**src/rtl/multicycle_control_if.sv**
```systemverilog
// Control-side bundle of the multicycle datapath: opcode/zero in, all enables and selects out.
// The master modport is the control FSM; the slave modport is the datapath it steers.
interface multicycle_control_if #(
    parameter int CNT_W = 32
);
    logic [6:0]       opcode;
    logic             zero;
    logic             pcWrite;
    logic             adrSrc;
    logic             irWrite;
    logic             memWrite;
    logic             regWrite;
    logic [1:0]       aluSrcA;
    logic [1:0]       aluSrcB;
    logic [1:0]       aluOp;
    logic [1:0]       resultSrc;
    logic [3:0]       state;
    logic [CNT_W-1:0] instrCount;
    logic             halted;

    modport master (
        input  opcode, zero,
        output pcWrite, adrSrc, irWrite, memWrite, regWrite,
               aluSrcA, aluSrcB, aluOp, resultSrc, state, instrCount, halted
    );

    modport slave (
        output opcode, zero,
        input  pcWrite, adrSrc, irWrite, memWrite, regWrite,
               aluSrcA, aluSrcB, aluOp, resultSrc, state, instrCount, halted
    );
endinterface

```
**src/rtl/multicycle_control.sv**
```systemverilog
// Main control FSM of the multicycle RV32I-subset datapath, with a retired-instruction
// counter and a sticky halt on unsupported opcodes.
module multicycle_control #(
    parameter int CNT_W = 32
) (
    input  logic                 clk,
    input  logic                 reset,
    multicycle_control_if.master bus
);

    typedef enum logic [3:0] {
        FETCH    = 4'd0,
        DECODE   = 4'd1,
        MEMADR   = 4'd2,
        MEMREAD  = 4'd3,
        MEMWB    = 4'd4,
        MEMWRITE = 4'd5,
        EXECR    = 4'd6,
        ALUWB    = 4'd7,
        EXECI    = 4'd8,
        BEQ      = 4'd10,
        HALT     = 4'd11
    } state_t;

    localparam logic [6:0] OP_LW  = 7'b0000011;
    localparam logic [6:0] OP_SW  = 7'b0100011;
    localparam logic [6:0] OP_R   = 7'b0110011;
    localparam logic [6:0] OP_I   = 7'b0010011;
    localparam logic [6:0] OP_BEQ = 7'b1100011;

    state_t           state_q, state_d;
    logic             isStore_q, isStore_d;
    logic             halted_q, halted_d;
    logic [CNT_W-1:0] count_q, count_d;

    logic       pcWrite, adrSrc, irWrite, memWrite, regWrite;
    logic [1:0] aluSrcA, aluSrcB, aluOp, resultSrc;

    always_ff @(posedge clk or posedge reset) begin
        if (reset) begin
            state_q   <= FETCH;
            isStore_q <= 1'b0;
            halted_q  <= 1'b0;
            count_q   <= '0;
        end else begin
            state_q   <= state_d;
            isStore_q <= isStore_d;
            halted_q  <= halted_d;
            count_q   <= count_d;
        end
    end

    // Memory ops remember lw/sw at DECODE so MEMADR need not re-read the IR.
    always_comb begin
        state_d   = FETCH;
        isStore_d = isStore_q;
        halted_d  = halted_q;
        count_d   = count_q;
        pcWrite   = 1'b0;
        adrSrc    = 1'b0;
        irWrite   = 1'b0;
        memWrite  = 1'b0;
        regWrite  = 1'b0;
        aluSrcA   = 2'b00;
        aluSrcB   = 2'b00;
        aluOp     = 2'b00;
        resultSrc = 2'b00;
        case (state_q)
            FETCH: begin
                state_d   = DECODE;
                irWrite   = 1'b1;
                aluSrcB   = 2'b10;
                resultSrc = 2'b10;
                pcWrite   = 1'b1;
            end
            DECODE: begin
                aluSrcA = 2'b01;
                aluSrcB = 2'b01;
                case (bus.opcode)
                    OP_LW: begin
                        state_d   = MEMADR;
                        isStore_d = 1'b0;
                    end
                    OP_SW: begin
                        state_d   = MEMADR;
                        isStore_d = 1'b1;
                    end
                    OP_R:    state_d = EXECR;
                    OP_I:    state_d = EXECI;
                    OP_BEQ:  state_d = BEQ;
                    default: begin
                        state_d  = HALT;
                        halted_d = 1'b1;
                    end
                endcase
            end
            MEMADR: begin
                state_d = isStore_q ? MEMWRITE : MEMREAD;
                aluSrcA = 2'b10;
                aluSrcB = 2'b01;
            end
            MEMREAD: begin
                state_d = MEMWB;
                adrSrc  = 1'b1;
            end
            MEMWB: begin
                count_d   = count_q + CNT_W'(1);
                resultSrc = 2'b01;
                regWrite  = 1'b1;
            end
            MEMWRITE: begin
                count_d  = count_q + CNT_W'(1);
                adrSrc   = 1'b1;
                memWrite = 1'b1;
            end
            EXECR: begin
                state_d = ALUWB;
                aluSrcA = 2'b10;
                aluOp   = 2'b10;
            end
            EXECI: begin
                state_d = ALUWB;
                aluSrcA = 2'b10;
                aluSrcB = 2'b01;
                aluOp   = 2'b10;
            end
            ALUWB: begin
                count_d  = count_q + CNT_W'(1);
                regWrite = 1'b1;
            end
            // Branch is taken by letting the ALU zero flag load the PC from ALUOut.
            BEQ: begin
                count_d = count_q + CNT_W'(1);
                aluSrcA = 2'b10;
                aluOp   = 2'b01;
                pcWrite = bus.zero;
            end
            HALT:    state_d = HALT;
            default: state_d = FETCH;
        endcase
    end

    assign bus.pcWrite    = pcWrite;
    assign bus.adrSrc     = adrSrc;
    assign bus.irWrite    = irWrite;
    assign bus.memWrite   = memWrite;
    assign bus.regWrite   = regWrite;
    assign bus.aluSrcA    = aluSrcA;
    assign bus.aluSrcB    = aluSrcB;
    assign bus.aluOp      = aluOp;
    assign bus.resultSrc  = resultSrc;
    assign bus.state      = state_q;
    assign bus.instrCount = count_q;
    assign bus.halted     = halted_q;

endmodule

```
**src/flat_wrapper.sv**
```systemverilog
// flat-port wrapper written by rule: the top's interface ports become plain ports
module multicycle_control_flat 
#(
    parameter int CNT_W = 32
)
  (clk, reset, bus_opcode, bus_zero, bus_pcWrite, bus_adrSrc, bus_irWrite, bus_memWrite, bus_regWrite, bus_aluSrcA, bus_aluSrcB, bus_aluOp, bus_resultSrc, bus_state, bus_instrCount, bus_halted);
  multicycle_control_if #(.CNT_W(CNT_W)) bus_i ();
  input  logic clk;
  input  logic reset;
  input wire logic [$bits(bus_i.opcode)-1:0] bus_opcode;
  input wire logic [$bits(bus_i.zero)-1:0] bus_zero;
  output wire logic [$bits(bus_i.pcWrite)-1:0] bus_pcWrite;
  output wire logic [$bits(bus_i.adrSrc)-1:0] bus_adrSrc;
  output wire logic [$bits(bus_i.irWrite)-1:0] bus_irWrite;
  output wire logic [$bits(bus_i.memWrite)-1:0] bus_memWrite;
  output wire logic [$bits(bus_i.regWrite)-1:0] bus_regWrite;
  output wire logic [$bits(bus_i.aluSrcA)-1:0] bus_aluSrcA;
  output wire logic [$bits(bus_i.aluSrcB)-1:0] bus_aluSrcB;
  output wire logic [$bits(bus_i.aluOp)-1:0] bus_aluOp;
  output wire logic [$bits(bus_i.resultSrc)-1:0] bus_resultSrc;
  output wire logic [$bits(bus_i.state)-1:0] bus_state;
  output wire logic [$bits(bus_i.instrCount)-1:0] bus_instrCount;
  output wire logic [$bits(bus_i.halted)-1:0] bus_halted;
  assign bus_i.opcode = bus_opcode;
  assign bus_i.zero = bus_zero;
  assign bus_pcWrite = bus_i.pcWrite;
  assign bus_adrSrc = bus_i.adrSrc;
  assign bus_irWrite = bus_i.irWrite;
  assign bus_memWrite = bus_i.memWrite;
  assign bus_regWrite = bus_i.regWrite;
  assign bus_aluSrcA = bus_i.aluSrcA;
  assign bus_aluSrcB = bus_i.aluSrcB;
  assign bus_aluOp = bus_i.aluOp;
  assign bus_resultSrc = bus_i.resultSrc;
  assign bus_state = bus_i.state;
  assign bus_instrCount = bus_i.instrCount;
  assign bus_halted = bus_i.halted;
  multicycle_control #(.CNT_W(CNT_W)) u_core (.clk(clk), .reset(reset), .bus(bus_i));
endmodule
```
**config.mk**
```make
export PLATFORM = sky130hd
export DESIGN_NAME = multicycle_control_flat
export DESIGN_NICKNAME = d
export VERILOG_FILES = /design/src/rtl/multicycle_control_if.sv /design/src/rtl/multicycle_control.sv /design/src/flat_wrapper.sv
export SDC_FILE = /design/constraint.sdc
export NUM_CORES = 1
export LEC_CHECK = 0
export ABC_AREA = 1
export CAP_MARGIN = 20
export CORE_UTILIZATION = 45
export DETAILED_ROUTE_END_ITERATION = 6
export GPL_TIMING_DRIVEN = 1
export PLACE_DENSITY_LB_ADDON = 0.3
export SYNTH_ARGS = -nofsm -noshare
export SYNTH_HDL_FRONTEND = slang
export SYNTH_SLANG_ARGS = --single-unit
```
**constraint.sdc**
```tcl
create_clock -name clk -period 2.25 [get_ports clk]
set_input_delay 0.45 -clock clk [delete_from_list [all_inputs] [get_ports clk]]
set_output_delay 0.45 -clock clk [all_outputs]
set_load 0.01 [all_outputs]
```
==> impl_metrics.json, run 1 <==
{
  "status": "finished clean",
  "arrival_ps": 1740,
  "finalPower_mw": 2.42,
  "slowest_stage": "clkdlybuf4s50_1",
  "routed_via_density": 4.93,
  "clock_skew_ps": 9.30,
  "finalClockPeriodUsage_pct": 97.3,
  "ctsHoldBuffers": 0,
  "slowest_delay_ps": 530,
  "enable_flop_cells": 0,
  "async_flop_share_pct": 100,
  "diodes": 0,
  "flop_area_sq_um": 955,
  "worstMarginPinSlew_ps": 484,
  "port_buffers": 59,
  "grt_pass1_wl_um": 8600,
  "fp.dieW_um": 72.5,
  "whs_ps": 468,
  "warnings": 27,
  "crit_chain": "inv_2, nand2_2, nor2_2, nor2_1, nand2_1, clkdlybuf4s50_1",
  "drtAntennaViolNets": 0,
  "synth_flops": 38,
  "clock-sinks": 38,
  "chip_area_sq_mm": 0.00525,
  "grt_pass1_vias": 1964,
  "layout_top_cell": "nand2_1",
  "synth-area-yosys_sq_mm": 0.00223,
  "ctsLongestPathBuffers": 2,
  "syn_area_sq_mm": 0.00223,
  "power.density_mw_per_mm2": 800,
  "cp_max_fo": 6,
  "max_slew_margin_pct": 67.7,
  "leakagePower_nw": 1.43,
  "drv_slew": 0,
  "period_minus_slack_ps": 2190,
  "syn_area_per_cell_sq_um": 7.30,
  "cap_viol_max_count": 0,
  "combGateArea_sq_mm": 0.00113,
  "fin_area_sq_mm": 0.00303,
  "globalplace.congestion": 0.849,
  "drt_iter0_drc": 143,
  "yosys_cells": 306,
  "final_cell_mix": "nand2_1, clkdlybuf4s50_1, nor2_1",
  "critical_path_class": "reg -> out",
  "insertion_delay_ps": 300,
  "synth_cells": 306,
  "ff_type": "dfrtp_1",
  "drive_above_1_share_pct": 10.5,
  "ys_seq_share_pct": 42.6,
  "yosys.cell_types.count": 25,
  "ir_drop_v": 0.000864,
  "ys.warnings.count": 0,
  "area_delta_synth_final_pct": 35.6,
  "crit_path_start_kind": "flop",
  "placed_cell_area_sq_mm": 0.00289,
  "antenna_found_initial": 0,
  "cts_tree": "done",
  "die_height_um": 72.5,
  "htree_levels": 2,
  "first_pass_iters": 4,
  "initCoreUtil_pct": 47.0,
  "cts_buffers": 5,
  "num-nets-final": 383,
  "grtUsageTotal_pct": 21.3,
  "final_hold_viol_count": 0,
  "worstPathRequired_ps": 1800,
  "drc": 0,
  "max_freq_ghz": 0.457,
  "fin_tns_setup_ps": 0,
  "hold_class": "reg -> reg",
  "vias": 2170,
  "critPathCaptureType": "output pin",
  "routed_wirelength_um": 5260,
  "overflow": 0,
  "grt_max_degree": 39,
  "rows": 25,
  "setup_viol": 0,
  "cts.clk_slew.worst_paths_ps": 70,
  "cts_root_buf": "clkbuf_8",
  "pin_count": 60,
  "dpl.hpwl_um": 3780,
  "wl_per_cell_um": 12.0,
  "fp_nets": 317
}
[run 1: worst max-delay path: cells and delay by family, from the launching register on]
family	cells	cell delay, ps
buf+inv	2	630
flops	1	450
simple gates	4	370
[run 1: registers in the layout, summed over array words and instances, names as in the netlist]
register and count:
u_core.bus.halted 1, u_core.isStore_q 1, u_core.bus.state 4, u_core.bus.instrCount 32
[run 1: cell families after synthesis]
logic type / count (synthesis) / share of synthesized area, %
xor gates and xnor gates: 19 / 7.45
AOI/OAI and AO/OA: 13 / 3.30
buffers and inverters: 45 / 8.23
DFF: 38 / 42.6
and+or+nand+nor: 190 / 37.9
adders and majority gates: 1 / 0.560
[run 1: routing by layer]
| metal | global-route usage (%) | up-vias | wire (um) |
|---|---|---|---|
| met5 | 0 | - | 0 |
| met1 | 24.4 | 993 | 2210 |
| met2 | 37.6 | 73 | 2640 |
| met4 | 8.50 | 0 | 124 |
| li1 | - | 1086 | - |
| met3 | 5.83 | 18 | 286 |
[run 1: cell type report]
class | count | share of cell area [%]
Inverter | 42 | 5.20
Clock buffer | 7 | 2.85
Clock inverter | 1 | 0.165
Tap cell | 67 | 2.77
Sequential cell | 38 | 31.5
Multi-Input combinational cell | 223 | 37.2
Timing Repair Buffer | 62 | 20.4
[run 1: stage by stage]
stage / std cells / setup slack, ps
floorplan: 306 / 645
global placement: 430 / 244
detailed placement: 430 / 189
CTS: 439 / -21.8
global route: 440 / -2.58
finish: 440 / 61.6
[run 1: cell usage after synthesis (2+ instances only)]
| cell | instances | area share (%) |
|---|---|---|
| a21oi_1 | 3 | 0.67 |
| buf_4 | 2 | 0.67 |
| dfrtp_1 | 38 | 43 |
| inv_1 | 40 | 6.7 |
| inv_2 | 2 | 0.34 |
| nand2_1 | 92 | 15 |
| nand2_2 | 4 | 1.1 |
| nand2_4 | 3 | 1.5 |
| nand3_1 | 18 | 4.0 |
| nand4_1 | 13 | 3.6 |
| nor2_1 | 48 | 8.1 |
| nor2_2 | 8 | 2.2 |
| o21ai_0 | 5 | 1.1 |
| o21bai_1 | 2 | 0.67 |
| xnor2_1 | 14 | 5.5 |
| xor2_1 | 5 | 2.0 |
[run 1: final timing paths]
kind                                                    endpoint  slack [ps]  cells past startpoint                            startpoint
hold reg to reg                    u_core.bus.halted$_DFFE_PP0P_         470                      2         u_core.bus.halted$_DFFE_PP0P_
setup / recovery                                  bus_aluSrcB[0]          60                      6         u_core.bus.state[1]$_DFF_PP0_
hold / removal                     u_core.bus.halted$_DFFE_PP0P_         470                      2         u_core.bus.halted$_DFFE_PP0P_
setup reg to reg           u_core.bus.instrCount[26]$_DFFE_PP0P_         590                      8  u_core.bus.instrCount[0]$_DFFE_PP0P_
max in group asynchronous          u_core.bus.state[2]$_DFF_PP0_        1330                      3                                 reset
min in group asynchronous  u_core.bus.instrCount[31]$_DFFE_PP0P_         560                      3                                 reset
[run 1: power by group]
part,internal (mW),total [mW],switching (mW)
combinational,0.476,1.06,0.582
clock,0.248,0.500,0.253
sequential,0.767,0.865,0.0982
total,1.49,2.42,0.933
[run 1: what timing repair did]
action	CTS	global route
pin swaps	0	1
gates cloned	0	0
gates resized	7	8
buffers inserted	1	1
setup endpoints to repair	6	9
run_1/m3.png
Scale bar: 20 um.
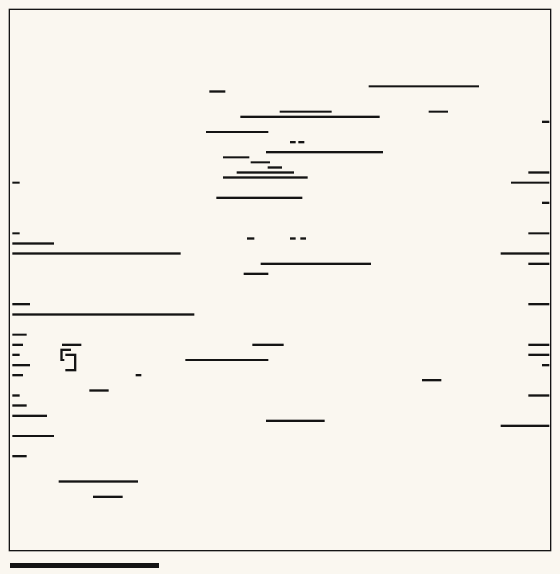
nets with wire on the layer = 47
share of all routed wire = 5.4%
longest straight run = 24.1 um
wire length on this layer = 286 um
main direction = horizontal

run_1/placed.png
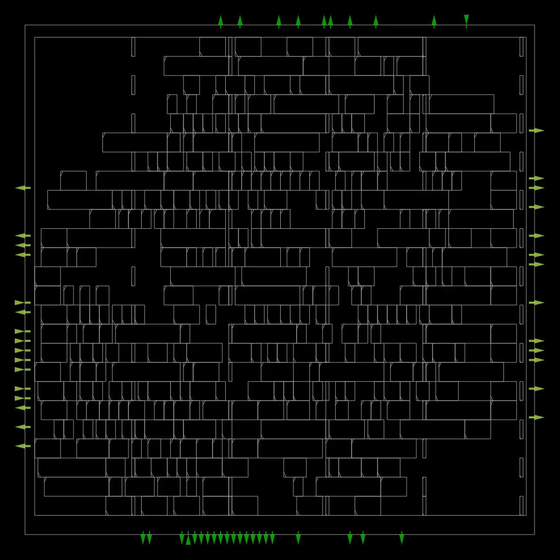
core outline area: 0.00475 sq mm
flop count: 38
Util after Layout: 63.7%
layout filler cell count: 411
final std cells w/o fill: 440

run_1/util_map.png
7 x 7 tiles, from black (low) to pale yellow (high), 0 to 100% covered.
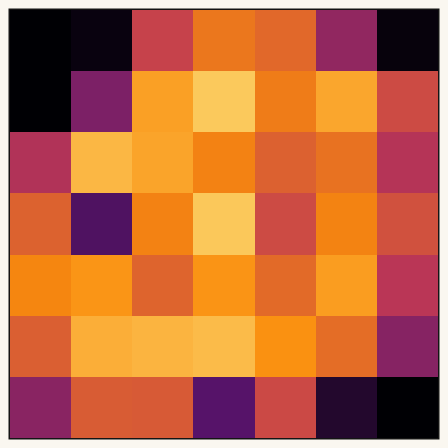
emptiest ninth of the die = top left
fullest tile = 88%
mean over tiles = 56%

==> run 2: changes to the inputs <==
- CORE_ASPECT_RATIO: default -> 0.8
- MAX_ROUTING_LAYER: default -> met4
run_2/gates.png
Scale bar: 20 um.
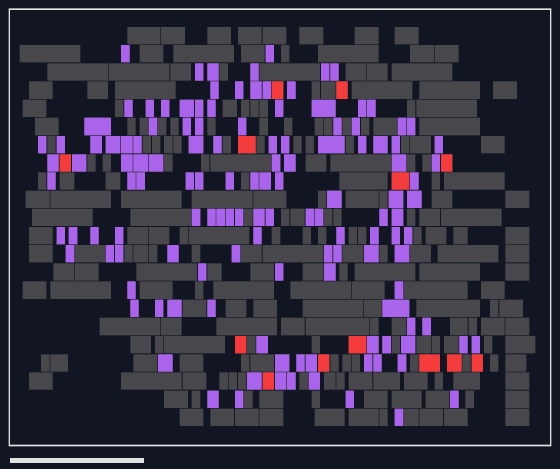
purple -> nand cells  # cells 131, most used nand2_1
red -> aoi and oai cells  # cells 13, most used o21ai_0

run_2/util_map.png
8 x 7 tiles, from black (low) to pale yellow (high), 0 to 100% covered.
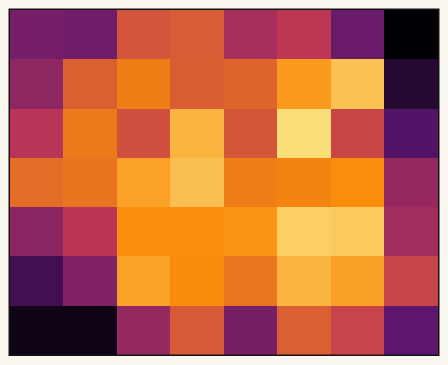
emptiest ninth of the die = bottom left
fullest tile = 93%
tiles over 75% full = 27%
densest ninth of the die = middle

==> run 2 against run 1 <==
Against the previous run:
- synthesized cell count stayed put
- cell count decreased by 1.8%
- clock power fell by 12%
- sequential power barely moved
- cell area shrank 0.54%
- non-clock buffer count unchanged
- clock skew down 1.7 ps
==> impl_metrics.json, run 2 <==
{
  "final_hold_viol_count": 0,
  "overflow": 0,
  "min_path_cells": 2,
  "max_freq_ghz": 0.469,
  "fillerInstances": 424,
  "ys.warnings.count": 0,
  "min_to": "u_core.bus.halted$_DFFE_PP0P_",
  "crit_path_start_kind": "flop",
  "p_sw_uw": 902,
  "ff2ff_path_depth": 9,
  "wl_per_cell_um": 11.8,
  "dp_cells": 423,
  "finalPower_mw": 2.36,
  "ys_seq_share_pct": 42.6,
  "cts_buffers": 5,
  "reg2reg_to": "u_core.bus.instrCount[28]$_DFFE_PP0P_",
  "globalplace.congestion": 0.947,
  "drtAntennaViolNets": 0,
  "power.density_mw_per_mm2": 782,
  "enable_flop_cells": 0,
  "pin_count": 60,
  "critical_path_class": "reg -> out",
  "power.share.combinational_pct": 44.5,
  "period_minus_slack_ps": 2130,
  "dpl.hpwl_um": 3770,
  "ctsLongestPathBuffers": 2,
  "die_height_um": 65.0,
  "worstPathRequired_ps": 1800,
  "critPathCaptureType": "output pin",
  "grt_max_degree": 39,
  "chip_area_sq_mm": 0.00525,
  "routed_via_density": 4.90,
  "worstMarginPinSlew_ps": 477,
  "fin_tns_setup_ps": 0,
  "flop_area_sq_um": 955,
  "drive_above_1_share_pct": 10.5,
  "synth_cells": 306,
  "layout_top_cell": "nand2_1",
  "final_cells": 432,
  "sequentialPowerShare_pct": 36.8,
  "cts_root_buf": "clkbuf_8",
  "grtUsageTotal_pct": 21.9,
  "combGateArea_sq_mm": 0.00113,
  "wl_met1_um": 2510,
  "syn_area_sq_mm": 0.00223,
  "area_delta_synth_final_pct": 34.9,
  "core-area_sq_mm": 0.00468,
  "status": "finished clean",
  "synth_top_area_share_pct": 42.6,
  "rows": 22,
  "async_flop_share_pct": 100,
  "cts_tree": "done",
  "cap_viol_max_count": 0,
  "fp.dieW_um": 80.8,
  "synth_flops": 38,
  "syn_area_per_cell_sq_um": 7.30,
  "yosys_cells": 306,
  "common_cells": "nand2_1, nor2_1, inv_1",
  "fp_nets": 317,
  "routed.top_layer": "met4",
  "finalClockPeriodUsage_pct": 94.8,
  "port_buffers": 59,
  "warnings": 26,
  "initCoreUtil_pct": 47.8,
  "met3_length_um": 315,
  "yosys.cell_count.top_type": "nand2_1",
  "vias": 2115,
  "swShare_pct": 38.3,
  "ff_type": "dfrtp_1",
  "final_cell_mix": "nand2_1, clkdlybuf4s50_1, nor2_1",
  "setup_viol": 0,
  "clock-sinks": 38,
  "first_pass_iters": 4,
  "yosysTopAreaCell": "dfrtp_1",
  "clock_skew_ps": 7.64,
  "synth-area-yosys_sq_mm": 0.00223,
  "yosys.cell_types.count": 25,
  "arrival_ps": 1680,
  "routed_wirelength_um": 5080,
  "area_leaders": "dfrtp_1, nand2_1, nor2_1, inv_1, xnor2_1",
  "cp_max_fo": 4,
  "max_slew_margin_pct": 68.2,
  "diodes": 0,
  "drt_iter0_drc": 113,
  "leakagePower_nw": 1.45,
  "grt_pass1_vias": 1882,
  "insertion_delay_ps": 290,
  "ir_drop_v": 0.000555,
  "largest_reg_flops": 32,
  "worstHoldStart": "u_core.bus.halted$_DFFE_PP0P_",
  "grt_pass1_wl_um": 8510,
  "antenna_found_initial": 0,
  "met2WireLength_um": 2190,
  "htree_levels": 2,
  "cts.clk_slew.worst_paths_ps": 70,
  "ctsHoldBuffers": 0,
  "hold_class": "reg -> reg",
  "power.internal_mw": 1.45,
  "drv_slew": 0,
  "num-nets-final": 383,
  "rr_startpoint": "u_core.bus.state[3]$_DFF_PP0_",
  "r2r_slack_ps": 510,
  "p_clk_share_pct": 18.7
}
-- run 2: cell counts after synthesis --
Identical to the previous run, type by type.
-- run 2: worst max-delay path by stage --
stage	start	end	cells after the start	slack (ps)
2_1_floorplan	u_core.bus.state[2]$_DFF_PP0_	bus_pcWrite	5	640
3_3_place_gp	u_core.bus.state[2]$_DFF_PP0_	bus_pcWrite	6	240
3_5_place_dp	u_core.bus.state[0]$_DFF_PP0_	bus_aluSrcA[1]	6	170
4_1_cts	u_core.bus.state[2]$_DFF_PP0_	bus_aluOp[1]	6	10
5_1_grt	u_core.bus.state[3]$_DFF_PP0_	bus_aluSrcA[1]	6	40
6_report	u_core.bus.state[3]$_DFF_PP0_	bus_adrSrc	4	120
-- run 2: cell type report --
class	instances	area share, %
Tap cell	60	2.49
Inverter	42	5.23
Timing Repair Buffer	62	20.6
Multi-Input combinational cell	223	37.4
Clock buffer	7	2.53
Sequential cell	38	31.7
-- run 2: timing repair --
| action | in CTS | in global routing |
|---|---|---|
| pin swaps | 0 | 2 |
| endpoints found under the setup margin | 8 | 5 |
| buffers inserted | 1 | 1 |
| hold endpoints to repair | 0 | 0 |
| gates resized | 7 | 12 |
-- run 2: power by group through the flow --
stage,Sequential (mW),Combinational [mW],Clock [mW]
floorplan,0.892,0.521,0
global placement,0.866,0.982,0
detailed placement,0.870,0.985,0
CTS,0.858,1.03,0.446
global route,0.880,1.14,0.476
finish,0.868,1.05,0.441
-- run 2: stage by stage --
step / setup WS [ps] / hold WS (ps) / instance area [sq um] / utilization [%]
floorplan: 645 / 501 / 2230 / -
global placement: 236 / 451 / 2880 / 61.6
detailed placement: 172 / 473 / 2880 / 61.6
CTS: 10.8 / 490 / 2980 / 63.7
global route: 35.5 / 513 / 3010 / 64.4
finish: 118 / 484 / 3010 / 64.4
-- run 2: layer usage --
metal	vias to the layer above	global-route usage (%)
li1	1078	-
met1	961	31.1
met2	69	30.9
met3	7	4.51
met4	0	7.37
met5	-	-
-- run 2: kinds of logic (layout without fill, tap and decap cells) --
| logic type | after synthesis | after routing | synth area share, % |
|---|---|---|---|
| compound gates | 13 | 13 | 3.30 |
| xor+xnor | 19 | 19 | 7.45 |
| fa+ha+maj | 1 | 1 | 0.560 |
| buf+inv | 45 | 111 | 8.23 |
| flops | 38 | 38 | 42.6 |
| simple gates | 190 | 190 | 37.9 |
-- run 2: worst max-delay path, cell delays in order (launching register included) --
cell	delay, ps
dfrtp_2	440
nor2_4	140
inv_1	90
o22ai_1	170
clkdlybuf4s50_1	560
Power figures rest on the tool's default switching activity, not on a simulated workload.
